--- config.mk ---
export PLATFORM = sky130hd
export DESIGN_NAME = fifo_rd_drain
export DESIGN_NICKNAME = d
export VERILOG_FILES = /design/src/rtl/fifo_pkg.sv /design/src/rtl/fifo_rd_drain_chk.sv /design/src/rtl/fifo_rd_skid.sv /design/src/rtl/fifo_rd_drain.sv
export SDC_FILE = /design/constraint.sdc
export NUM_CORES = 1
export LEC_CHECK = 0
export CAP_MARGIN = 20
export CELL_PAD_IN_SITES_DETAIL_PLACEMENT = 1
export CELL_PAD_IN_SITES_GLOBAL_PLACEMENT = 2
export CORE_MARGIN = 1.5
export CORE_UTILIZATION = 27
export CTS_CLUSTER_DIAMETER = 150
export DETAILED_ROUTE_END_ITERATION = 8
export HOLD_SLACK_MARGIN = 0.06
export PLACE_DENSITY = 0.71
export SLEW_MARGIN = 0
export SYNTH_ARGS = -nofsm -noshare
export SYNTH_HDL_FRONTEND = slang
export SYNTH_SLANG_ARGS = --single-unit
--- constraint.sdc ---
create_clock -name rd_clk -period 3.1 [get_ports rd_clk]
set_input_delay 0.31 -clock rd_clk [delete_from_list [all_inputs] [get_ports rd_clk]]
set_output_delay 0.31 -clock rd_clk [all_outputs]
set_load 0.02 [all_outputs]
--- src/rtl/fifo_pkg.sv ---
// Shared parameters and state encoding for the FIFO read-side drain engine.
`ifndef FIFO_WIDTH
`define FIFO_WIDTH 8
`endif

package fifo_pkg;

  localparam int WIDTH = `FIFO_WIDTH;
  localparam int CNT_W = 16;

  typedef enum logic [1:0] {
    IDLE  = 2'd0,
    DRAIN = 2'd1,
    FLUSH = 2'd2,
    DONE  = 2'd3
  } drain_state_t;

endpackage

--- src/rtl/fifo_rd_drain_chk.sv ---
// Invariant checks for the drain engine's output buffer.
module fifo_rd_drain_chk (
  input logic       clk,
  input logic       res,
  input logic       push,
  input logic       pop,
  input logic [1:0] occ
);

  // A full buffer must never take a word without releasing one, and an empty one is never popped.
  always @(posedge clk) begin
    if (!res) begin
      assert (!(push && !pop && (occ == 2'd2)));
      assert (!(pop && (occ == 2'd0)));
      assert (occ != 2'd3);
    end
  end

endmodule

--- src/rtl/fifo_rd_skid.sv ---
// Two-entry in-order output buffer; the head entry drives the downstream data register.
module fifo_rd_skid #(
  parameter int WIDTH = fifo_pkg::WIDTH
) (
  input  logic             clk,
  input  logic             res,
  input  logic             push,
  input  logic             pop,
  input  logic [WIDTH-1:0] din,
  output logic [1:0]       occ,
  output logic [WIDTH-1:0] head,
  output logic             valid
);
  import fifo_pkg::*;

  logic [1:0]       occ_r;
  logic [WIDTH-1:0] head_r;
  logic [WIDTH-1:0] tail_r;

  // Entry shuffle; head keeps its last value once the buffer runs dry.
  always_ff @(posedge clk) begin
    if (res) begin
      occ_r  <= 2'd0;
      head_r <= '0;
      tail_r <= '0;
    end else begin
      case ({push, pop})
        2'b10: begin
          case (occ_r)
            2'd0: begin
              head_r <= din;
              occ_r  <= 2'd1;
            end
            2'd1: begin
              tail_r <= din;
              occ_r  <= 2'd2;
            end
            default: occ_r <= occ_r;
          endcase
        end
        2'b01: begin
          case (occ_r)
            2'd2: begin
              head_r <= tail_r;
              occ_r  <= 2'd1;
            end
            2'd1: occ_r <= 2'd0;
            default: occ_r <= occ_r;
          endcase
        end
        2'b11: begin
          case (occ_r)
            2'd2: begin
              head_r <= tail_r;
              tail_r <= din;
            end
            2'd1: head_r <= din;
            default: begin
              head_r <= din;
              occ_r  <= 2'd1;
            end
          endcase
        end
        default: occ_r <= occ_r;
      endcase
    end
  end

  assign occ   = occ_r;
  assign head  = head_r;
  assign valid = (occ_r != 2'd0);

endmodule

--- src/rtl/fifo_rd_drain.sv ---
// Read-side drain engine: pulls a programmed number of words from the FIFO read port
// and presents them on a valid/ready stream, never reading without room for the result.
module fifo_rd_drain #(
  parameter int WIDTH = fifo_pkg::WIDTH,
  parameter int CNT_W = fifo_pkg::CNT_W
) (
  input  logic             rd_clk,
  input  logic             res,
  input  logic             start,
  input  logic [CNT_W-1:0] xfer_len,
  input  logic             abort,
  output logic             rd_en,
  input  logic [WIDTH-1:0] rdata,
  input  logic             empty,
  input  logic             underflow,
  output logic             m_valid,
  output logic [WIDTH-1:0] m_data,
  input  logic             m_ready,
  output logic             busy,
  output logic             done,
  output logic [CNT_W-1:0] rd_count,
  output logic             err_underflow
);
  import fifo_pkg::*;

  drain_state_t     state_r;
  drain_state_t     state_s;
  logic [CNT_W-1:0] remaining_r;
  logic [CNT_W-1:0] rd_count_r;
  logic             inflight_r;
  logic             busy_r;
  logic             done_r;
  logic             err_r;
  logic [1:0]       occ_s;
  logic             pop_s;
  logic             rd_en_s;
  logic             start_ok_s;
  logic [2:0]       fill_s;

  function automatic logic [CNT_W-1:0] sat_inc(input logic [CNT_W-1:0] v);
    sat_inc = (&v) ? v : v + {{(CNT_W-1){1'b0}}, 1'b1};
  endfunction

  assign pop_s      = m_valid && m_ready;
  // Slots committed after this cycle: buffered plus returning, minus the word leaving now.
  assign fill_s     = {1'b0, occ_s} + {2'b00, inflight_r} - {2'b00, pop_s};
  assign start_ok_s = (state_r == IDLE) && start;

  // Next-state decode and read-issue rule.
  always_comb begin
    state_s = state_r;
    rd_en_s = 1'b0;
    case (state_r)
      IDLE: begin
        if (start) begin
          if (xfer_len != {CNT_W{1'b0}}) state_s = DRAIN;
          else                           state_s = DONE;
        end else begin
          state_s = IDLE;
        end
      end
      DRAIN: begin
        rd_en_s = !empty && (remaining_r != {CNT_W{1'b0}}) && !abort && (fill_s < 3'd2);
        if (abort || (remaining_r == {CNT_W{1'b0}})) state_s = FLUSH;
        else                                         state_s = DRAIN;
      end
      FLUSH: begin
        if (!inflight_r && (occ_s == 2'd0)) state_s = DONE;
        else                                state_s = FLUSH;
      end
      DONE:    state_s = IDLE;
      default: state_s = IDLE;
    endcase
  end

  // State, counters and registered status.
  always_ff @(posedge rd_clk) begin
    if (res) begin
      state_r     <= IDLE;
      remaining_r <= '0;
      rd_count_r  <= '0;
      inflight_r  <= 1'b0;
      busy_r      <= 1'b0;
      done_r      <= 1'b0;
      err_r       <= 1'b0;
    end else begin
      state_r    <= state_s;
      inflight_r <= rd_en_s;
      busy_r     <= (state_s == DRAIN) || (state_s == FLUSH);
      done_r     <= (state_s == DONE);
      err_r      <= (err_r && !start_ok_s) || underflow;
      if (start_ok_s) begin
        remaining_r <= xfer_len;
        rd_count_r  <= '0;
      end else if (rd_en_s) begin
        remaining_r <= remaining_r - {{(CNT_W-1){1'b0}}, 1'b1};
        rd_count_r  <= sat_inc(rd_count_r);
      end else begin
        remaining_r <= remaining_r;
        rd_count_r  <= rd_count_r;
      end
    end
  end

  fifo_rd_skid #(.WIDTH(WIDTH)) u_skid (
    .clk   (rd_clk),
    .res   (res),
    .push  (inflight_r),
    .pop   (pop_s),
    .din   (rdata),
    .occ   (occ_s),
    .head  (m_data),
    .valid (m_valid)
  );

  fifo_rd_drain_chk u_chk (
    .clk  (rd_clk),
    .res  (res),
    .push (inflight_r),
    .pop  (pop_s),
    .occ  (occ_s)
  );

  assign rd_en         = rd_en_s;
  assign busy          = busy_r;
  assign done          = done_r;
  assign rd_count      = rd_count_r;
  assign err_underflow = err_r;

endmodule

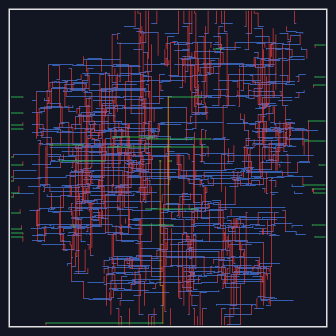
(images/wires.png)
legend:
  metal 3:
    color: green
    wire_length: 270 um
  metal 1:
    color: blue
    wire_length: 4,170 um
  metal 4:
    color: orange
    wire_length: 94.1 um
  metal 2:
    color: red
    wire_length: 4,120 um
total track usage: 15.5%
WL final: 8650 um
DR vias: 2,898

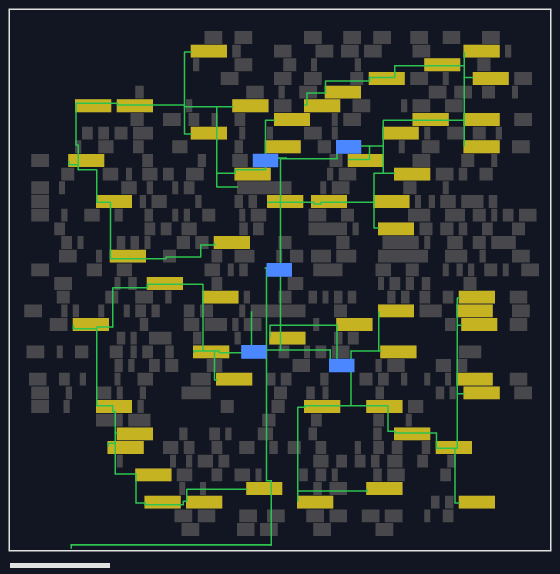
(images/clk_routes.png)
Scale bar: 20 um.
legend:
  flip-flops:
    color: yellow
    count: 56
  clock drivers:
    color: blue
    count: 5
  clock wires:
    color: green
    length: 789 um
flops lie: all over the die

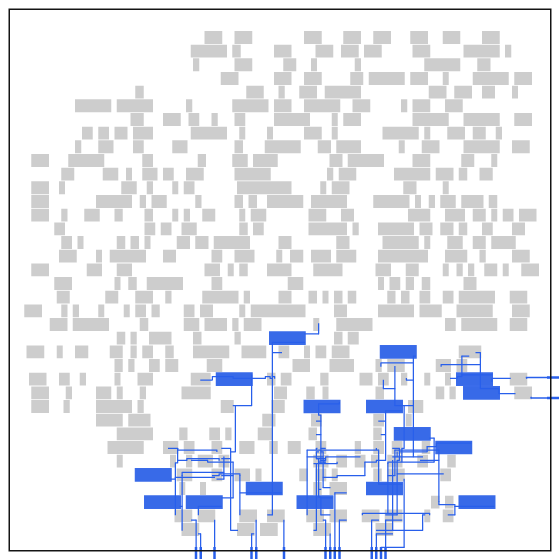
(images/io_fan.png)
legend:
  `rd_count`:
    color: blue
    bits: 16
    direction: output
    edge: 14 bottom, 2 right
    end_cells: 16
    buffers: 16
    wire: 742 um

==> qor.yml <==
port_buffers: 59
critPathSlowestCell: "fa_1"
yosys.area.top_type: "dfxtp_1"
clock-sinks: 56
cts-root-buf: "clkbuf_8"
tritoncts: "yes"
drcViolationCount: 0
synthMuxAreaShare_pct: 6.50
power_density_mw_per_mm2: 445
cts_buffers: 5
floorplan.nets: 390
max_freq_ghz: 0.341
ant_nets: 0
postSynthCellCount: 352
power.switching_mw: 0.515
final_common_cell: "clkdlybuf4s50_1"
cap_violations: 0
yosys-stat-cells: 352
r2r_cells: 12
grt_pass1_wl_um: 14200
p_int_mw: 1.26
maxSlewViolCount: 0
synth_top_flop_cell: "dfxtp_1"
design.core.area_mm2: 0.0105
pwr-share-seq_pct: 45.6
top_layer: "met4"
wl_met3_um: 269
syn_area_mm2: 0.00295
grt_max_degree: 43
p_total_mw: 1.78
rsz0062_at_grt: "yes"
synth-seq-cells: 56
drive_above_1_share_pct: 12.1
htreeDepth: 2
final_area_mm2: 0.00399
final.setup_skew_ns: 0.00744
r2r-start: "u_skid.occ[0]$_SDFFE_PP0P_"
timing.rr.end: "rd_count[11]$_SDFFE_PP0P_"
detailed_place_hpwl_um: 6490
netlist_logic_family_top: "simple AND/OR/NAND/NOR gates"
dpl_cell_area_mm2: 0.00378
die-width_um: 107
crit_top_cell: "inv_1"
crit_type: "reg2out"
cts_hold_buf: 0
end_kind: "primary output"
cts_buffer_depth: 2
status: "finished, final reports clean"
drt-met1-wl_um: 4170
-- worst min-delay path by stage --
stage / startpoint / cells past startpoint / slack [ns] / end
4_1_cts: err_underflow$_SDFF_PP0_ / 2 / 0.51 / err_underflow$_SDFF_PP0_
3_5_place_dp: err_underflow$_SDFF_PP0_ / 2 / 0.48 / err_underflow$_SDFF_PP0_
6_report: err_underflow$_SDFF_PP0_ / 2 / 0.50 / err_underflow$_SDFF_PP0_
2_1_floorplan: underflow / 2 / 0.43 / err_underflow$_SDFF_PP0_
5_1_grt: u_skid.head[3]$_SDFFE_PP0P_ / 2 / 0.54 / u_skid.head[3]$_SDFFE_PP0P_
3_3_place_gp: u_skid.tail_r[5]$_SDFFE_PP0P_ / 2 / 0.47 / u_skid.tail_r[5]$_SDFFE_PP0P_
-- per-layer routing --
layer	vias to the layer above	GRT usage, %
met1	1412	21.1
met3	5	2.00
li1	1431	-
met2	50	25.9
met5	-	0
met4	0	3.95
-- power groups by stage --
stage                     sequential [mW]  clock [mW]  combinational [mW]
after floorplan                     0.824           0               0.238
after global placement              0.823           0               0.390
after detailed placement            0.824           0               0.397
after CTS                           0.808       0.588               0.400
after global routing                0.816       0.616               0.457
final                               0.809       0.557               0.409
-- state kept, by name, summed over array words and instances (netlist names) --
name and flops:
u_skid.head 8, done 1, err_underflow 1, busy 1
state_r 2, remaining_r 16, u_skid.occ 2, u_skid.tail_r 8
inflight_r 1, rd_count 16
-- cell usage after synthesis (4+ instances only) --
| library cell | number |
|---|---|
| clkbuf_1 | 12 |
| mux2i_1 | 18 |
| nand2_1 | 25 |
| or3_1 | 10 |
| dfxtp_1 | 56 |
| nand4_1 | 11 |
| a211oi_1 | 12 |
| o21ai_0 | 11 |
| xnor2_1 | 7 |
| ha_1 | 6 |
| a21oi_1 | 16 |
| inv_1 | 11 |
| nor2b_1 | 4 |
| o211ai_1 | 4 |
| nand3_1 | 14 |
| a31oi_1 | 6 |
| nor4_1 | 10 |
| nor2_1 | 53 |
| nor3_1 | 8 |
-- through the flow --
step                      TNS, ns  std cells
after global placement     -0.104        550
final                           0        559
after floorplan                 0        352
after global routing      -0.0839        559
after CTS                       0        557
after detailed placement   -0.331        550
-- final cells by class --
class	instances	area (um2)	area share [%]
flip-flops and latches	56	1120	28.1
well taps	136	170	4.26
clock buffers	5	68.8	1.72
multi-input cells	269	1790	44.7
inverters	12	45.0	1.13
clock inverters	2	60.1	1.50
repair buffers	79	742	18.6
-- logic make-up after synthesis --
kind of cell,count (synthesis)
buffers and inverters,27
adders and majority gates,7
xor gates and xnor gates,10
muxes,19
and+or+nand+nor,162
AOI/OAI and AO/OA,71
DFF,56
-- worst max-delay path: cells and delay by family (launching register included) --
family,cells,cell delay (ns)
AND-OR/OR-AND,1,0.10
adder cells (fa/ha/maj),2,0.78
buffers and inverters,3,0.34
flip-flops,1,0.34
AND/OR/NAND/NOR,5,0.74
-- timing repair --
| item | CTS | global route |
|---|---|---|
| pin swaps | 0 | 3 |
| buffers inserted | 0 | 2 |
| gates resized | 4 | 16 |
| endpoints found under the setup margin | 2 | 20 |
Power and IR drop assume default switching activity.
